### config.mk
export PLATFORM = sky130hd
export DESIGN_NAME = tug_scoreboard_flat
export DESIGN_NICKNAME = d
export VERILOG_FILES = /design/src/rtl/tug_scoreboard_if.sv /design/src/rtl/tug_scoreboard.sv /design/src/flat_wrapper.sv
export SDC_FILE = /design/constraint.sdc
export NUM_CORES = 1
export LEC_CHECK = 0
export ABC_AREA = 1
export CELL_PAD_IN_SITES_DETAIL_PLACEMENT = 2
export CELL_PAD_IN_SITES_GLOBAL_PLACEMENT = 2
export CORE_MARGIN = 2
export CORE_UTILIZATION = 27
export CTS_BUF_LIST = sky130_fd_sc_hd__clkbuf_4 sky130_fd_sc_hd__clkbuf_8 sky130_fd_sc_hd__clkbuf_16
export DETAILED_ROUTE_END_ITERATION = 12
export PLACE_DENSITY_LB_ADDON = 0.12
export SLEW_MARGIN = 20
export SYNTH_ARGS = -nofsm -noshare
export SYNTH_HDL_FRONTEND = slang
export SYNTH_SLANG_ARGS = --single-unit
export TNS_END_PERCENT = 1
### constraint.sdc
create_clock -name Clock -period 2.2 [get_ports Clock]
set_input_delay 0.66 -clock Clock [delete_from_list [all_inputs] [get_ports Clock]]
set_output_delay 0.66 -clock Clock [all_outputs]
set_load 0.005 [all_outputs]
### src/rtl/tug_scoreboard_if.sv
// Player-side signal bundle for the tug-of-war scoreboard: press/edge-light
// inputs plus the three seven-segment digits and round/match status.
interface tug_if;
  logic       L;
  logic       R;
  logic       Le;
  logic       Re;
  logic [6:0] hex_l;
  logic [6:0] hex_r;
  logic [6:0] hex_win;
  logic       round_clr;
  logic       match_over;

  modport master (
    output L, R, Le, Re,
    input  hex_l, hex_r, hex_win, round_clr, match_over
  );

  modport slave (
    input  L, R, Le, Re,
    output hex_l, hex_r, hex_win, round_clr, match_over
  );
endinterface

### src/rtl/tug_scoreboard.sv
// Tug-of-war match scoreboard: counts round wins per side, holds the round
// winner on display, requests a playfield clear, and latches the match winner.
module tug_scoreboard #(
  parameter int WIN_TARGET  = 3,
  parameter int HOLD_CYCLES = 4
) (
  input  logic Clock,
  input  logic Reset,
  tug_if.slave bus
);
  localparam int         TW        = $clog2(HOLD_CYCLES + 1);
  localparam logic [6:0] SEG_BLANK = 7'b1111111;
  localparam logic [6:0] GLYPH_L   = 7'b0100100;
  localparam logic [6:0] GLYPH_R   = 7'b1111001;
  localparam logic [6:0] SEG_ZERO  = 7'b1000000;

  typedef enum logic [1:0] {PLAY, ROUND_END, MATCH_OVER} state_e;

  state_e          state_q, state_d;
  logic [3:0]      score_l_q, score_l_d;
  logic [3:0]      score_r_q, score_r_d;
  logic [3:0]      score_nxt;
  logic [TW-1:0]   timer_q, timer_d;
  logic            winner_r_q, winner_r_d;
  logic            round_clr_q, round_clr_d;
  logic            match_over_q, match_over_d;
  logic [6:0]      hex_l_q, hex_l_d;
  logic [6:0]      hex_r_q, hex_r_d;
  logic [6:0]      hex_win_q, hex_win_d;
  logic            win_l, win_r;

  function automatic logic [6:0] seg7(input logic [3:0] v);
    case (v)
      4'd0:    seg7 = 7'b1000000;
      4'd1:    seg7 = 7'b1111001;
      4'd2:    seg7 = 7'b0100100;
      4'd3:    seg7 = 7'b0110000;
      4'd4:    seg7 = 7'b0011001;
      4'd5:    seg7 = 7'b0010010;
      4'd6:    seg7 = 7'b0000010;
      4'd7:    seg7 = 7'b1111000;
      4'd8:    seg7 = 7'b0000000;
      4'd9:    seg7 = 7'b0010000;
      default: seg7 = SEG_BLANK;
    endcase
  endfunction

  // A simultaneous valid press from both sides cancels out.
  assign win_l = bus.Le && bus.L && !(bus.Re && bus.R);
  assign win_r = bus.Re && bus.R && !(bus.Le && bus.L);

  always_comb begin
    state_d     = state_q;
    score_l_d   = score_l_q;
    score_r_d   = score_r_q;
    timer_d     = timer_q;
    winner_r_d  = winner_r_q;
    round_clr_d = 1'b0;
    score_nxt   = win_l ? score_l_q + 4'd1 : score_r_q + 4'd1;

    case (state_q)
      PLAY: begin
        // The round_clr cycle belongs to the playfield reset, not to play.
        if (!round_clr_q && (win_l || win_r)) begin
          winner_r_d = win_r;
          if (win_l) score_l_d = score_nxt;
          else       score_r_d = score_nxt;
          timer_d = '0;
          state_d = (score_nxt == 4'(WIN_TARGET)) ? MATCH_OVER : ROUND_END;
        end
      end
      ROUND_END: begin
        if (timer_q == TW'(HOLD_CYCLES - 1)) begin
          state_d     = PLAY;
          round_clr_d = 1'b1;
          timer_d     = '0;
        end else begin
          timer_d = timer_q + 1'b1;
        end
      end
      MATCH_OVER: state_d = MATCH_OVER;
      default:    state_d = PLAY;
    endcase

    hex_l_d      = seg7(score_l_q);
    hex_r_d      = seg7(score_r_q);
    hex_win_d    = (state_d == PLAY) ? SEG_BLANK : (winner_r_d ? GLYPH_R : GLYPH_L);
    match_over_d = (state_d == MATCH_OVER);
  end

  always_ff @(posedge Clock) begin
    if (Reset) begin
      state_q      <= PLAY;
      score_l_q    <= '0;
      score_r_q    <= '0;
      timer_q      <= '0;
      winner_r_q   <= 1'b0;
      round_clr_q  <= 1'b0;
      match_over_q <= 1'b0;
      hex_l_q      <= SEG_ZERO;
      hex_r_q      <= SEG_ZERO;
      hex_win_q    <= SEG_BLANK;
    end else begin
      state_q      <= state_d;
      score_l_q    <= score_l_d;
      score_r_q    <= score_r_d;
      timer_q      <= timer_d;
      winner_r_q   <= winner_r_d;
      round_clr_q  <= round_clr_d;
      match_over_q <= match_over_d;
      hex_l_q      <= hex_l_d;
      hex_r_q      <= hex_r_d;
      hex_win_q    <= hex_win_d;
    end
  end

  assign bus.hex_l      = hex_l_q;
  assign bus.hex_r      = hex_r_q;
  assign bus.hex_win    = hex_win_q;
  assign bus.round_clr  = round_clr_q;
  assign bus.match_over = match_over_q;
endmodule

### src/flat_wrapper.sv
// flat-port wrapper written by rule: the top's interface ports become plain ports
module tug_scoreboard_flat 
#(
  parameter int WIN_TARGET  = 3,
  parameter int HOLD_CYCLES = 4
)
  (Clock, Reset, bus_L, bus_R, bus_Le, bus_Re, bus_hex_l, bus_hex_r, bus_hex_win, bus_round_clr, bus_match_over);
  tug_if bus_i ();
  input  logic Clock;
  input  logic Reset;
  input wire logic [$bits(bus_i.L)-1:0] bus_L;
  input wire logic [$bits(bus_i.R)-1:0] bus_R;
  input wire logic [$bits(bus_i.Le)-1:0] bus_Le;
  input wire logic [$bits(bus_i.Re)-1:0] bus_Re;
  output wire logic [$bits(bus_i.hex_l)-1:0] bus_hex_l;
  output wire logic [$bits(bus_i.hex_r)-1:0] bus_hex_r;
  output wire logic [$bits(bus_i.hex_win)-1:0] bus_hex_win;
  output wire logic [$bits(bus_i.round_clr)-1:0] bus_round_clr;
  output wire logic [$bits(bus_i.match_over)-1:0] bus_match_over;
  assign bus_i.L = bus_L;
  assign bus_i.R = bus_R;
  assign bus_i.Le = bus_Le;
  assign bus_i.Re = bus_Re;
  assign bus_hex_l = bus_i.hex_l;
  assign bus_hex_r = bus_i.hex_r;
  assign bus_hex_win = bus_i.hex_win;
  assign bus_round_clr = bus_i.round_clr;
  assign bus_match_over = bus_i.match_over;
  tug_scoreboard #(.WIN_TARGET(WIN_TARGET), .HOLD_CYCLES(HOLD_CYCLES)) u_core (.Clock(Clock), .Reset(Reset), .bus(bus_i));
endmodule
### Metal layers overlaid, run 1

Only two layers are drawn.
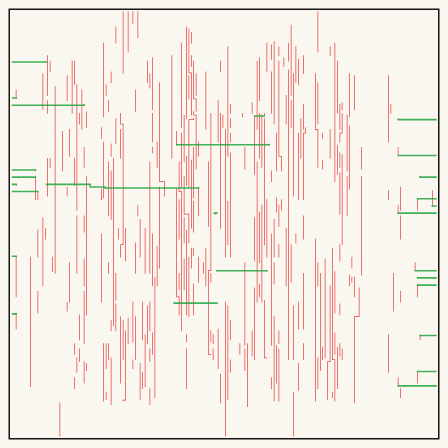
color	layer	wire length
red	met2	2,400 um
green	met3	156 um
DRT Wirelength: 4470 um
Wirelength per Cell: 14.0 um
number of vias after detailed routing: 1,467
Global Route Usage Sum: 0.149

### The clock network, run 1

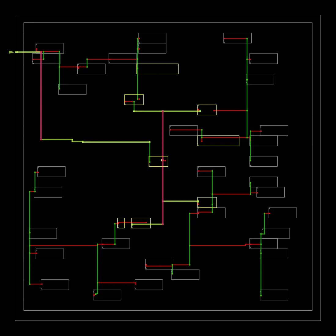
Power Clock: 0.681 mW
Clock buffer cells: 5

### I/O nets highlighted, run 1

The bar under the picture is 20 um long.
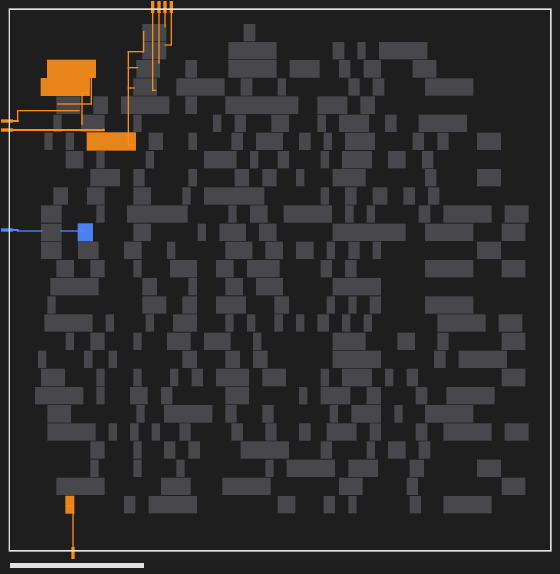
color	port	bits	direction	edge	end cells	buffers	wire
orange	bus_hex_win	7	output	4 top, 2 left, 1 bottom	4	6	98.4 um
blue	bus_Re	1	input	left	1	1	8.60 um

==> flow_summary_export.csv, run 1 <==
group,metric,value,unit
floorplanning,chip_area,6540,sq um
logic_synthesis,simple_gate_share,0.217,
logic_synthesis,synthArstFlopShare,0,
place,buffer_ports.inserted,27,
finish,fin_area,2220,sq um
logic_synthesis,ys_sh_aoi,0.141,
logic_synthesis,synth.yosys.chip_area,1600,sq um
finish,areaGrowthSynthToFinish,39.3,%
floorplanning,number_of_rows_created_at_floorplan,28,
worst_setup_path,worstSetupEndpointType,"flop",
global_routing,first_global_vias,1501,
clock_network,path_clk_slew,0.07,ns
global_routing,grt_first_pass_wirelength,7360,um
detailed_routing,top_signal_layer_used,"met4",
logic_synthesis,post_synth_design_cell_area,1600,sq um
sta,final_hold_viol_count,0,
logic_synthesis,enable_flop_cells,0,
detailed_routing,drt-met1-wl,1860,um
sta,tightest_slew,0.667,ns
detailed_routing,detail_route.vias_per_cell,4.58,
clock_network,cts.htree.levels,2,
finish,layoutNonFillerInstCount,320,
global_routing,grt.overflow.total,0,
logic_synthesis,yosys.area.top_type,"dfxtp_1",
global_routing,met1_usage,0.170,
finish,insertedDiodeCount,0,
place,dp_cells,309,
worst_setup_path,crit_path_cell_trace,"dlygate4sd2_1 -> nand2_2 -> inv_2 -> ha_4 -> inv_4 -> nand2_4 -> nand2_4 -> buf_4 -> ha_1 -> inv_2 -> nor2_4 -> nand3_2 -> nand2_2 -> nand2_2 -> nand2_2 -> nand2_1",
logic_synthesis,top_area_frac,0.414,
worst_setup_path,crit_path_start_kind,"input port",
detailed_routing,routed-wl-met2,2400,um
place,dpl_cell_area,1990,sq um
worst_setup_path,timing.critical_path.slowest_stage_cell,"dlygate4sd2_1",
sta,timing.clock.skew,0.0102,ns
detailed_routing,antenna_violating_nets_post_route,0,
sta,final_max_slew_viol_count,0,
sta,max-slew-margin-rel,0.551,
logic_synthesis,netlist_top_cells_count,"33 x dfxtp_1, 32 x nand2_1, 28 x inv_1",
floorplanning,core_box_area,5820,sq um
floorplanning,core_util_floorplan,0.275,
logic_synthesis,floorplan.nets,225,
logic_synthesis,synth.mux.area_fraction,0,
floorplanning,top_level_ports,29,
logic_synthesis,ys_ff,33,
clock_network,cts_root_buf,"clkbuf_8",
floorplanning,die-height,80.9,um
status,run_status,"completed",
logic_synthesis,synth-cells-yosys,204,
run,tool_warnings,36,
worst_setup_path,arrival,2.23,ns
detailed_routing,initialDrtViolationCount,30,
sta,rsz0062_at_grt,"false",
worst_setup_path,highest_cell_delay_on_the_worst_timing_path,0.24,ns
sta,sum_neg_setup_slack,0,ns
logic_synthesis,synth-main-ff-cell,"dfxtp_1",
logic_synthesis,ys_sh_adder,0.118,
logic_synthesis,yosys.cell_count.top_type,"dfxtp_1",
place,finalWeightedCongestion,0.728,
clock_network,cts_buffer_depth,2,
floorplanning,die.size.x,80.9,um
clock_network,clock_insertion_delay_worst_skew,0.29,ns
global_routing,grt.met2_usage,0.272,
sta,period_needed,2.06,ns
global_routing,grt_antenna_before_repair,0,
global_routing,grt_busiest_layer,"met2",
finish,nFillCells,696,
detailed_routing,met3_length,155,um
detailed_routing,first_pass_iters,4,
logic_synthesis,yosys_warnings,0,
logic_synthesis,netlist_top_cells_area,"dfxtp_1 41%, ha_1 12%, nand2_1 7.5%",
clock_network,numClockSinks,33,
run,number_of_max_capacitance_violations_reported,0,
logic_synthesis,gate_count_of_the_mapped_netlist,204,
sta,post-route-period-util,0.938,
worst_setup_path,critical_path_class,"input port to flop",
detailed_routing,drc,0,
logic_synthesis,syn_avg_cell_area,7.83,sq um
worst_setup_path,critPathMaxFanout,6,
clock_network,cts_made_buffers,5,
sta,max_freq,0.485,GHz
==> run 1: final timing paths <==
| path | from | endpoint | slack, ns | cells after the start |
|---|---|---|---|---|
| max reg2reg | u_core.score_r_q[0] | u_core.bus.hex_win[4] | 0.63 | 12 |
| max | bus_Le | u_core.bus.hex_win[4] | 0.14 | 16 |
| min | u_core.timer_q[2] | u_core.bus.round_clr | 0.46 | 1 |
| min reg2reg | u_core.timer_q[2] | u_core.bus.round_clr | 0.46 | 1 |
==> run 1: critical path: cells and delay by family <==
family	cells	cell delay (ns)
adder cells (fa/ha/maj)	2	0.34
buffers and inverters	5	0.53
AND/OR/NAND/NOR	9	0.69
==> run 1: per-stage QoR <==
stage | worst slack [ns] | total power [mW] | hold WS, ns | util
after CTS | 0.112 | 1.79 | 0.466 | 0.380
after detailed placement | -0.596 | 1.07 | 0.449 | 0.343
final | 0.136 | 1.76 | 0.460 | 0.382
after floorplan | 0.0646 | 0.900 | 0.423 | -
after global routing | 0.00108 | 1.88 | 0.484 | 0.382
after global placement | -0.446 | 1.05 | 0.442 | 0.343
==> run 1: state kept, by name, summed over array words and instances, names as in the netlist <==
name                   cells
u_core.state_q             2
u_core.score_l_q           4
u_core.bus.match_over      1
u_core.bus.round_clr       1
u_core.bus.hex_l           7
u_core.score_r_q           4
u_core.timer_q             3
u_core.bus.hex_win         3
u_core.bus.hex_r           7
u_core.winner_r_q          1
==> run 1: repair_timing <==
action,4_1_cts,5_1_grt
pin swaps,12,6
hold endpoints to repair,0,0
buffers inserted,3,0
setup endpoints to repair,11,5
resized,22,3
==> run 1: cell type report <==
| type | count | area [sq um] | share of cell area |
|---|---|---|---|
| repair buffers | 42 | 378 | 0.170 |
| clock inverters | 3 | 65.1 | 0.0293 |
| clock buffers | 5 | 68.8 | 0.0310 |
| flip-flops and latches | 33 | 661 | 0.297 |
| multi-input cells | 131 | 838 | 0.377 |
| well taps | 75 | 93.8 | 0.0422 |
| inverters | 31 | 119 | 0.0535 |
==> run 1: cells in the final DEF, fill, tap and decap left out <==
| cell type | netlist | routed |
|---|---|---|
| inv_1 | 28 | 25 |
| bufinv_16 | 0 | 2 |
| clkdlybuf4s50_1 | 0 | 23 |
| clkinv_2 | 0 | 1 |
| o211ai_1 | 4 | 4 |
| clkinv_1 | 2 | 2 |
| buf_4 | 6 | 15 |
| a21oi_1 | 21 | 21 |
| ha_4 | 0 | 2 |
| nand2_2 | 9 | 10 |
| nand4_1 | 2 | 2 |
| ha_1 | 15 | 13 |
| dlygate4sd2_1 | 0 | 4 |
| o21ai_0 | 18 | 18 |
| nand2_4 | 0 | 5 |
| nor4_1 | 1 | 1 |
| nor2_1 | 9 | 9 |
| nor2_4 | 1 | 1 |
| conb_1 | 1 | 1 |
| inv_2 | 1 | 3 |
| nand3_2 | 2 | 4 |
| nand3_1 | 11 | 9 |
| inv_4 | 0 | 1 |
| or2_2 | 5 | 5 |
| dfxtp_1 | 33 | 33 |
| clkbuf_8 | 0 | 5 |
| nand2_1 | 32 | 26 |
==> run 1: where the power goes <==
| group | internal [mW] | switching, mW |
|---|---|---|
| registers | 0.652 | 0.0379 |
| clock network | 0.450 | 0.230 |
| logic | 0.190 | 0.200 |
## Run 2: what changed since run 1
Clock period 2.2 ns to 1.7 ns, I/O delays scaled along.
### Metal layers overlaid, run 2

Only two layers are drawn.
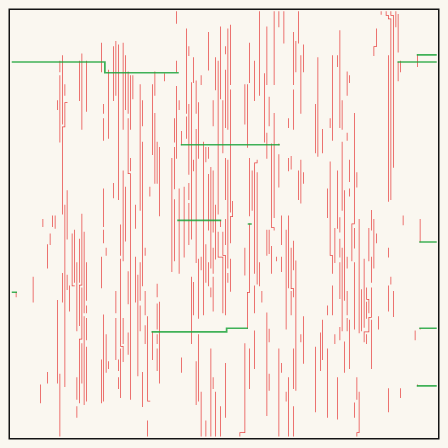
color	layer	wire length
red	met2	2,670 um
green	met3	99.3 um
Global Route Usage Sum: 0.159
number of vias after detailed routing: 1,478
DRT Wirelength: 4890 um
Wirelength per Cell: 15.0 um

### A small window of the routed layout, run 2

The bar under the picture is 10 um long. Window x 25 to 55, y 25 to 55 um. Cells in gray, sequential cells in the stronger gray; small squares are vias.
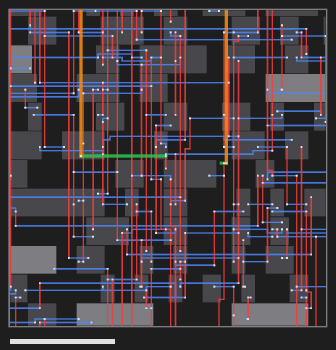
color	layer
blue	met1
green	met3
orange	met4
red	met2
cells with their middle in the window	54
most frequent	buf_4 (10), nand2_1 (7), nand2_4 (6)
netlist names of flops here include	u_core.score_l_q (2)
sequential cells in the window	4

==> run 2 against run 1 <==
Effect of this change: the flow now finishes with violations (setup timing); sequential power up 29%; synthesized cell count unchanged; synthesized area unchanged; clock-buffer cell count up 1; clock power down 13%; final area up 4.6%.
==> flow_summary_export.csv, run 2 <==
group,metric,value,unit
status,run_status,"finished with violations",
status,failed_checks,"setup timing",
global_routing,grt_antenna_before_repair,0,
logic_synthesis,gate_count_of_the_mapped_netlist,204,
sta,rsz0062_at_grt,"true",
logic_synthesis,yosys.cell_count.top_type,"dfxtp_1",
logic_synthesis,synthArstFlopShare,0,
logic_synthesis,netlist_top_cells_count,"33 x dfxtp_1, 32 x nand2_1, 28 x inv_1",
worst_setup_path,worstSetupEndpointType,"flop",
worst_setup_path,arrival,2.00,ns
sta,setup-violations-final,5,
sta,setup_ws,-0.0662,ns
floorplanning,die-height,80.9,um
logic_synthesis,ys_ff,33,
sta,final_max_slew_viol_count,0,
detailed_routing,detail_route.vias_per_cell,4.52,
logic_synthesis,syn_avg_cell_area,7.83,sq um
clock_network,path_clk_slew,0.07,ns
worst_setup_path,critPathMaxFanout,5,
logic_synthesis,synth-main-ff-cell,"dfxtp_1",
place,finalWeightedCongestion,0.836,
sta,sum_neg_setup_slack,-0.266,ns
sta,period_needed,1.77,ns
finish,insertedDiodeCount,0,
run,tool_warnings,39,
logic_synthesis,enable_flop_cells,0,
logic_synthesis,synth-cells-yosys,204,
logic_synthesis,synth.yosys.chip_area,1600,sq um
clock_network,cts_made_buffers,5,
finish,most-common-layout-cells,"31 x dfxtp_1, 25 x inv_1, 21 x a21oi_1, 21 x buf_4, 20 x clkdlybuf4s50_1",
floorplanning,core_util_floorplan,0.275,
detailed_routing,initialDrtViolationCount,20,
worst_setup_path,critical_path_class,"input port to flop",
floorplanning,chip_area,6540,sq um
clock_network,cts.htree.levels,2,
clock_network,clock_insertion_delay_worst_skew,0.28,ns
floorplanning,number_of_rows_created_at_floorplan,28,
floorplanning,top_level_ports,29,
logic_synthesis,post_synth_design_cell_area,1600,sq um
clock_network,cts_buffer_depth,2,
detailed_routing,antenna_violating_nets_post_route,0,
sta,post-route-period-util,1.04,
run,number_of_max_capacitance_violations_reported,0,
logic_synthesis,yosys_warnings,0,
global_routing,first_global_vias,1604,
worst_setup_path,crit_path_start_kind,"input port",
global_routing,grt_first_pass_wirelength,7800,um
place,dp_cells,314,
-- run 2: cell counts after synthesis --
No cell type changed its count.
-- run 2: routing by layer --
layer / routed length (um) / GRT usage / part of all wire / up-vias
li1: - / - / - / 742
met1: 2080 / 0.181 / 0.43 / 720
met2: 2670 / 0.289 / 0.55 / 12
met3: 99 / 0.0367 / 0.020 / 4
met4: 42 / 0.0559 / 0.0086 / 0
met5: 0 / 0 / 0 / -
-- run 2: power breakdown --
group          internal (mW)  total, mW  switching [mW]
combinational          0.271      0.574           0.302
sequential             0.845      0.890          0.0450
clock                  0.300      0.591           0.292
total                   1.42       2.06           0.639
-- run 2: path summary, 6_finish.rpt --
| check | from | to | slack [ns] | depth (start not counted) |
|---|---|---|---|---|
| max reg2reg | u_core.score_r_q[1] | u_core.state_q[1] | 0.14 | 11 |
| min reg2reg | u_core.timer_q[2] | u_core.bus.round_clr | 0.47 | 1 |
| min | u_core.timer_q[2] | u_core.bus.round_clr | 0.47 | 1 |
| max | bus_L | u_core.state_q[1] | -0.07 | 16 |
-- run 2: cell families after synthesis --
group | count (synthesis) | share of synthesized area
compound gates | 43 | 0.141
flops | 33 | 0.414
fa+ha+maj | 15 | 0.118
simple gates | 72 | 0.217
buf+inv | 40 | 0.108
other cells | 1 | 0.00235
-- run 2: through the flow --
stage / area [sq um] / total power [mW] / hold WS (ns) / utilization / setup WS [ns]
floorplan: 1670 / 1.19 / 0.423 / - / -0.104
global placement: 2120 / 1.40 / 0.440 / 0.365 / -0.729
detailed placement: 2120 / 1.44 / 0.465 / 0.365 / -0.833
CTS: 2270 / 2.07 / 0.476 / 0.390 / -0.0430
global route: 2320 / 2.19 / 0.502 / 0.400 / -0.118
finish: 2320 / 2.06 / 0.467 / 0.400 / -0.0662
-- run 2: critical path, stage by stage --
cell and delay [ns]:
buf_8 0.10, nand2_8 0.06, inv_4 0.03, ha_4 0.18
inv_6 0.08, nand2_4 0.05, nand2_4 0.09, buf_4 0.11
buf_4 0.13, nand4_1 0.12, nand2_2 0.12, nand3_2 0.08
nand2_2 0.08, nand2_4 0.06, buf_4 0.13, inv_1 0.04
-- run 2: timing repair --
item	CTS	global route
buffers inserted	2	4
endpoints found under the hold margin	0	0
gates resized	38	9
hold buffers	0	0
endpoints found under the setup margin	22	16
pin swaps	15	8
-- run 2: cell type report --
type / instances / area [sq um]
Clock inverter: 2 / 10.0
Sequential cell: 33 / 663
Timing Repair Buffer: 49 / 448
Fill cell: 671 / 3490
Tap cell: 75 / 93.8
Inverter: 31 / 124
Clock buffer: 6 / 76.3
Multi-Input combinational cell: 131 / 910
No activity file was given, so power comes from the tool's default toggle rates.
